run_1/port_trees.png
Drawn at 6 px/µm.
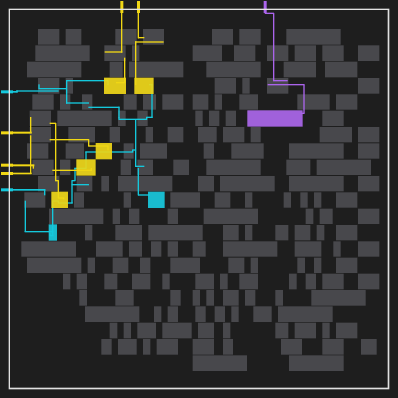
run_1/clock_nets.png
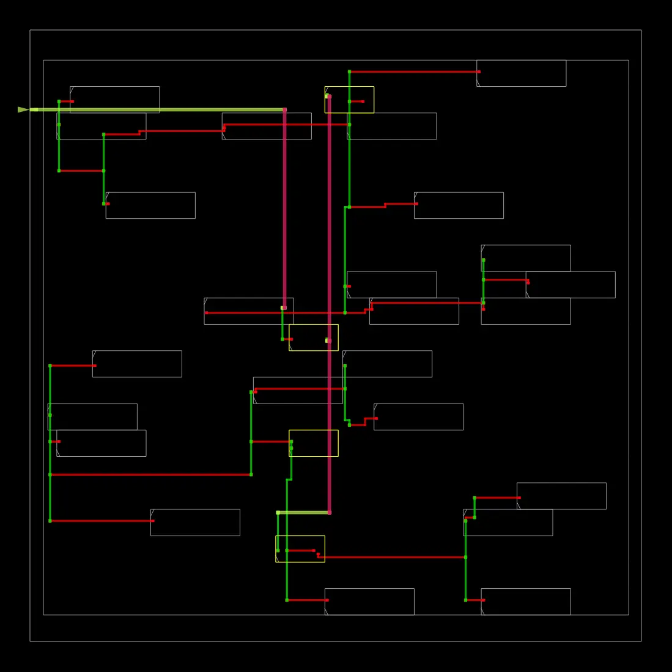
run_1/m2.png
Drawn at 6 px/µm.
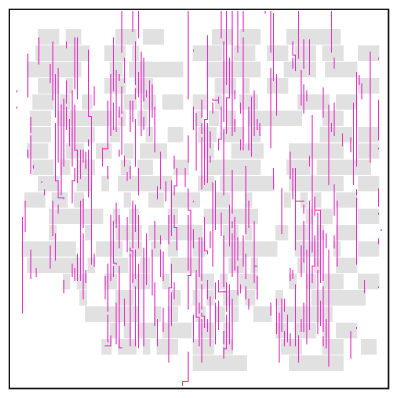
==> config.mk <==
export PLATFORM = sky130hd
export DESIGN_NAME = router_a_seq
export DESIGN_NICKNAME = d
export VERILOG_FILES = /design/src/rtl/router_a_seq.sv
export SDC_FILE = /design/constraint.sdc
export NUM_CORES = 1
export LEC_CHECK = 0
export CELL_PAD_IN_SITES_DETAIL_PLACEMENT = 1
export CELL_PAD_IN_SITES_GLOBAL_PLACEMENT = 1
export CORE_UTILIZATION = 38
export DETAILED_ROUTE_END_ITERATION = 10
export PLACE_DENSITY_LB_ADDON = 0.08
export SYNTH_ARGS = -nofsm -noshare
export SYNTH_HDL_FRONTEND = slang
export SYNTH_SLANG_ARGS = --single-unit
==> constraint.sdc <==
create_clock -name CLK -period 6.2 [get_ports CLK]
set_input_delay 1.24 -clock CLK [delete_from_list [all_inputs] [get_ports CLK]]
set_output_delay 1.24 -clock CLK [all_outputs]
set_load 0.005 [all_outputs]
==> impl_metrics.py, run 1 <==
# Metrics from the implementation run
metrics = {
    "outcome": {
        "status": "completed",
    },
    "worst_setup_path": {
        "criticalPathCategory": "reg2out",
        "cp-end-kind": "output pin",
        "timing.critical_path.slowest_stage_cell": "dfrtp_1",
        "cp-start-kind": "flop",
        "path_cells": "or2b_1 > nor2_1 > or2_2 > clkdlybuf4s50_1",
    },
    "power": {
        "sequentialPower_mw": 0.282,
        "power.net_switching_mw": 0.2902,
        "pwr-share-clk_pct": 15.1,
        "leakage_nw": 0.8419,
        "power.density_cell_area_nw_per_um2": 401.5,
        "power_mw": 0.7491,
        "internal_power_component_mw": 0.4589,
        "seq_power_share_pct": 37.7,
        "combPwrFrac_pct": 47.3,
        "clockNetworkPower_mw": 0.113,
    },
    "cts": {
        "clock-root-buffer": "clkbuf_8",
        "clkLatencyLatePin_ps": 280,
        "htree_num_levels": 1,
        "postCtsSetupRepairBufs": 0,
        "clockBufferDepth": 2,
    },
    "yosys": {
        "yosys-top-cells-count": "24 x dfrtp_1, 16 x nand2_1, 12 x nor2_1, 11 x inv_1",
        "floorplan.nets": 173,
        "mux_area_share_pct": 5.319,
        "synthAoiAreaFrac_pct": 17.11,
        "synth-area-yosys_um2": 1411,
        "synth_sequential_area_ratio_pct": 42.55,
        "yosysTopAreaCell": "dfrtp_1",
        "synthArstFlopShare_pct": 100.0,
        "synth-simple-area-share_pct": 22.16,
        "numSynthFlops": 24,
        "synth_top_cell_by_count": "dfrtp_1",
    },
    "global_routing": {
        "globalRouteOverflowTotal": 0,
        "busiest_layer": "met2",
        "antenna_found_initial": 0,
    },
    "detailed_routing": {
        "post_drt_wl_per_cell_um": 15.41,
        "drt_iter0_drc": 37,
        "drc": 0,
        "dr_total_vias": 1281,
        "routed-wl-met2_um": 1732,
        "detailedRoute.firstPassIterationCount": 4,
    },
    "sta": {
        "timing.hold.ws_ps": 507.1,
        "setup_tns_ps": 0,
        "finClkSkew_ps": 3.077,
        "fmax_ghz": 0.3054,
        "setup_violations": 0,
        "timing.final.ws_setup_ps": 2926,
        "grt_setup_unrepaired": "false",
        "worst_slew_pin_slew_ps": 1146,
        "timing_hold_violations_final": 0,
    },
    "layout": {
        "layout-drive-gt1-share_pct": 8.065,
        "largest_reg_flops": 8,
        "n_all_inverters": 11,
        "net_total_in_the_final_layout": 208,
        "postLayoutCellArea_um2": 1866,
        "ff_count": 24,
        "sequential_cell_area_um2": 600.6,
        "n_multi_input_combinational_cell": 106,
        "sh_comb_area_pct": 37.83,
        "layout.clock.cell_area_share_pct": 2.951,
        "layout.area.top_class": "multi-input combinational cells",
    },
    "floorplan": {
        "chipHeight_um": 62.95,
        "num_rows": 21,
        "core_util_floorplan_pct": 41.00,
        "floorplan.core_area_um2": 3442,
        "dieArea_um2": 3962,
    },
    "run": {
        "timing.max_cap.violations": 0,
    },
    "placement": {
        "dpl.cell_count": 228,
        "gp_congestion": 0.7829,
    },
}
Back to the opening pictures, port_trees.png:
| color | port | bits | direction | edge | end cells | buffers | wire |
|---|---|---|---|---|---|---|---|
| purple | `ack` | 1 | output | north | 1 | 1 | 26.4 µm |
| cyan | `sel_data` | 2 | output | west | 2 | 3 | 111 µm |
| yellow | `OP_DST` | 5 | input | 3 west, 2 north | 5 | 5 | 83.8 µm |
count of buffers inserted at the top-level ports: 39
I/O pins: 40

Back to the opening pictures, clock_nets.png:
Num CTS Buffers: 3
clock sink total: 24

Back to the opening pictures, m2.png:
wire length on this layer: 1730 µm
nets with wire on the layer: 192
share of all routed wire: 48%
main direction: vertical
longest straight run: 24.6 µm
Total Routed Length: 3575 µm
met2 demand-to-capacity share in global routing: 33.06%

==> inputs of run 2 (changes only) <==
Settings changed: CORE_UTILIZATION 38 to 32.
Clock period 6.2 ns to 2.9 ns, I/O delays scaled along.
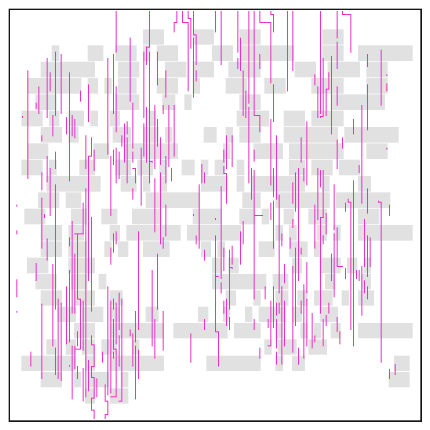
run_2/m2.png
Drawn at 6 px/µm.
main direction: vertical
share of all routed wire: 49%
via count: 1207
met2 demand-to-capacity share in global routing: 29.41%
Total Routed Length: 3595 µm

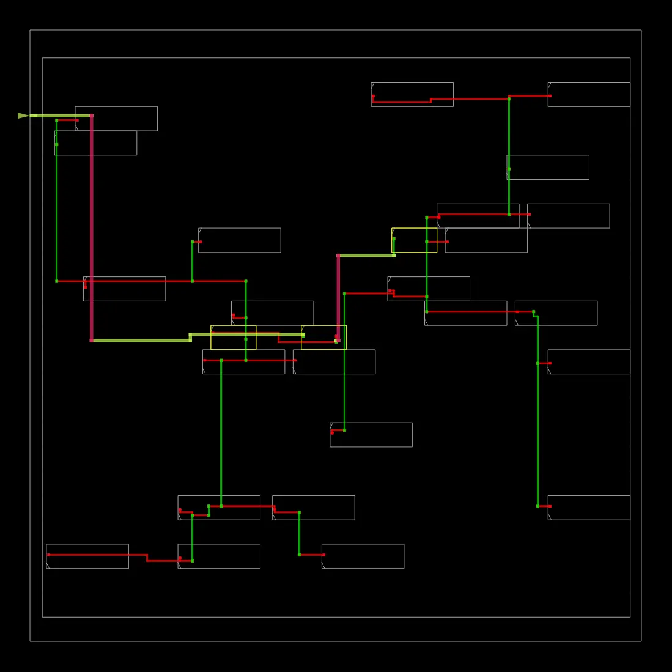
run_2/clock_nets.png
clock buffer count in the final layout: 3
clock latency on the worst-skew pair: 260 ps
power attributed to the clock group: 0.197 mW
Final Skew: 2.369 ps

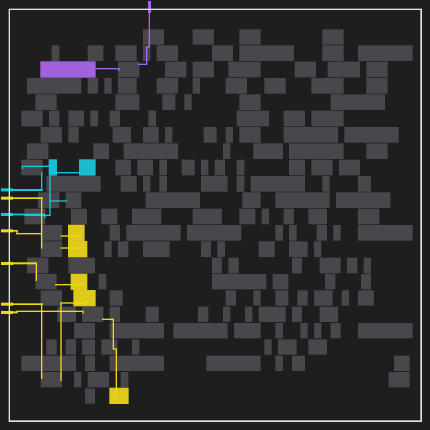
run_2/port_trees.png
Drawn at 6 px/µm.
| color | port | bits | direction | edge | end cells | buffers | wire |
|---|---|---|---|---|---|---|---|
| cyan | `sel_data` | 2 | output | west | 2 | 2 | 38.6 µm |
| yellow | `OP_DST` | 5 | input | west | 5 | 5 | 101 µm |
| purple | `ack` | 1 | output | north | 1 | 1 | 15.2 µm |

==> impl_metrics.py, run 2 <==
# Metrics from the implementation run
metrics = {
    "outcome": {
        "status": "completed",
    },
    "detailed_routing": {
        "drc": 0,
        "detailedRoute.firstPassIterationCount": 4,
        "drt_iter0_drc": 45,
        "post_drt_wl_per_cell_um": 15.17,
        "routed-wl-met2_um": 1747,
    },
    "yosys": {
        "synth-area-yosys_um2": 1411,
        "mux_area_share_pct": 5.319,
        "numSynthFlops": 24,
        "xor_area_share_pct": 1.862,
        "synthAoiAreaFrac_pct": 17.11,
        "syn-cell-area_um2": 1411,
        "yosys-top-cells-count": "24 x dfrtp_1, 16 x nand2_1, 12 x nor2_1, 11 x inv_1",
        "synth-simple-area-share_pct": 22.16,
        "post_synthesis_cell_type_count": 43,
        "synth_top_cell_by_count": "dfrtp_1",
        "yosysCellCount": 152,
        "yosysTopAreaCell": "dfrtp_1",
        "floorplan.nets": 173,
        "most_used_flip_flop_cell": "dfrtp_1",
        "synth_sequential_area_ratio_pct": 42.55,
        "synthArstFlopShare_pct": 100.0,
    },
    "layout": {
        "n_all_inverters": 11,
        "n_multi_input_combinational_cell": 106,
        "layout-drive-gt1-share_pct": 8.556,
        "sh_comb_area_pct": 37.70,
        "syn_to_final_growth_pct": 32.62,
        "postLayoutCellArea_um2": 1872,
        "largest_reg_flops": 8,
        "layout.area.top_class": "multi-input combinational cells",
        "layout_top_cell_excl_fill_tap": "clkdlybuf4s50_1",
        "ff_count": 24,
        "sequential_cell_area_um2": 600.6,
        "net_total_in_the_final_layout": 210,
        "layout.clock.cell_area_share_pct": 2.206,
        "num-nonclk-buffers": 43,
        "antennaDiodeCount": 0,
    },
    "power": {
        "leakage_nw": 0.8449,
        "dominant_power_group": "combinational logic",
        "combPwrFrac_pct": 49.1,
        "sequentialPower_mw": 0.600,
        "pwr-share-clk_pct": 12.6,
        "internal_power_component_mw": 0.9605,
        "power_mw": 1.565,
        "power.net_switching_mw": 0.6050,
        "power.density_cell_area_nw_per_um2": 836.3,
        "seq_power_share_pct": 38.3,
    },
    "floorplan": {
        "num_rows": 23,
        "chipHeight_um": 68.41,
        "i_o_pins": 40,
        "dieArea_um2": 4680,
        "floorplan.core_area_um2": 4115,
        "core_util_floorplan_pct": 34.30,
    },
    "sta": {
        "timing_hold_violations_final": 0,
        "grt_setup_unrepaired": "false",
        "fmax_ghz": 0.4009,
        "worst_slew_pin_slew_ps": 580.0,
        "timing.hold.ws_ps": 500.1,
        "finalCriticalPeriod_ps": 2495,
        "max-slew-margin-rel_pct": 61.20,
        "setup_violations": 0,
        "timing.final.ws_setup_ps": 405.5,
        "setup_tns_ps": 0,
    },
    "placement": {
        "dp_slack_ps": 505.0,
        "numPortBuffers": 39,
        "dpl.cell_count": 234,
        "gp_congestion": 0.7830,
    },
    "global_routing": {
        "track_usage_pct": 16.72,
        "antenna_found_initial": 0,
        "globalRouteOverflowTotal": 0,
        "busiest_layer": "met2",
    },
    "worst_setup_path": {
        "cp-start-kind": "flop",
        "path_cells": "or2b_1 > nor2_1 > or2_2 > clkdlybuf4s50_1",
        "timing.critical_path.slowest_stage_cell": "dfrtp_1",
        "cp-end-kind": "output pin",
        "criticalPathCategory": "reg2out",
    },
    "cts": {
        "postCtsSetupRepairBufs": 0,
        "tritoncts.num_buffers": 3,
        "clock-sinks": 24,
        "clock-root-buffer": "clkbuf_8",
        "htree_num_levels": 1,
        "clockBufferDepth": 2,
    },
    "run": {
        "timing.max_cap.violations": 0,
    },
}
Power and IR drop assume default switching activity.
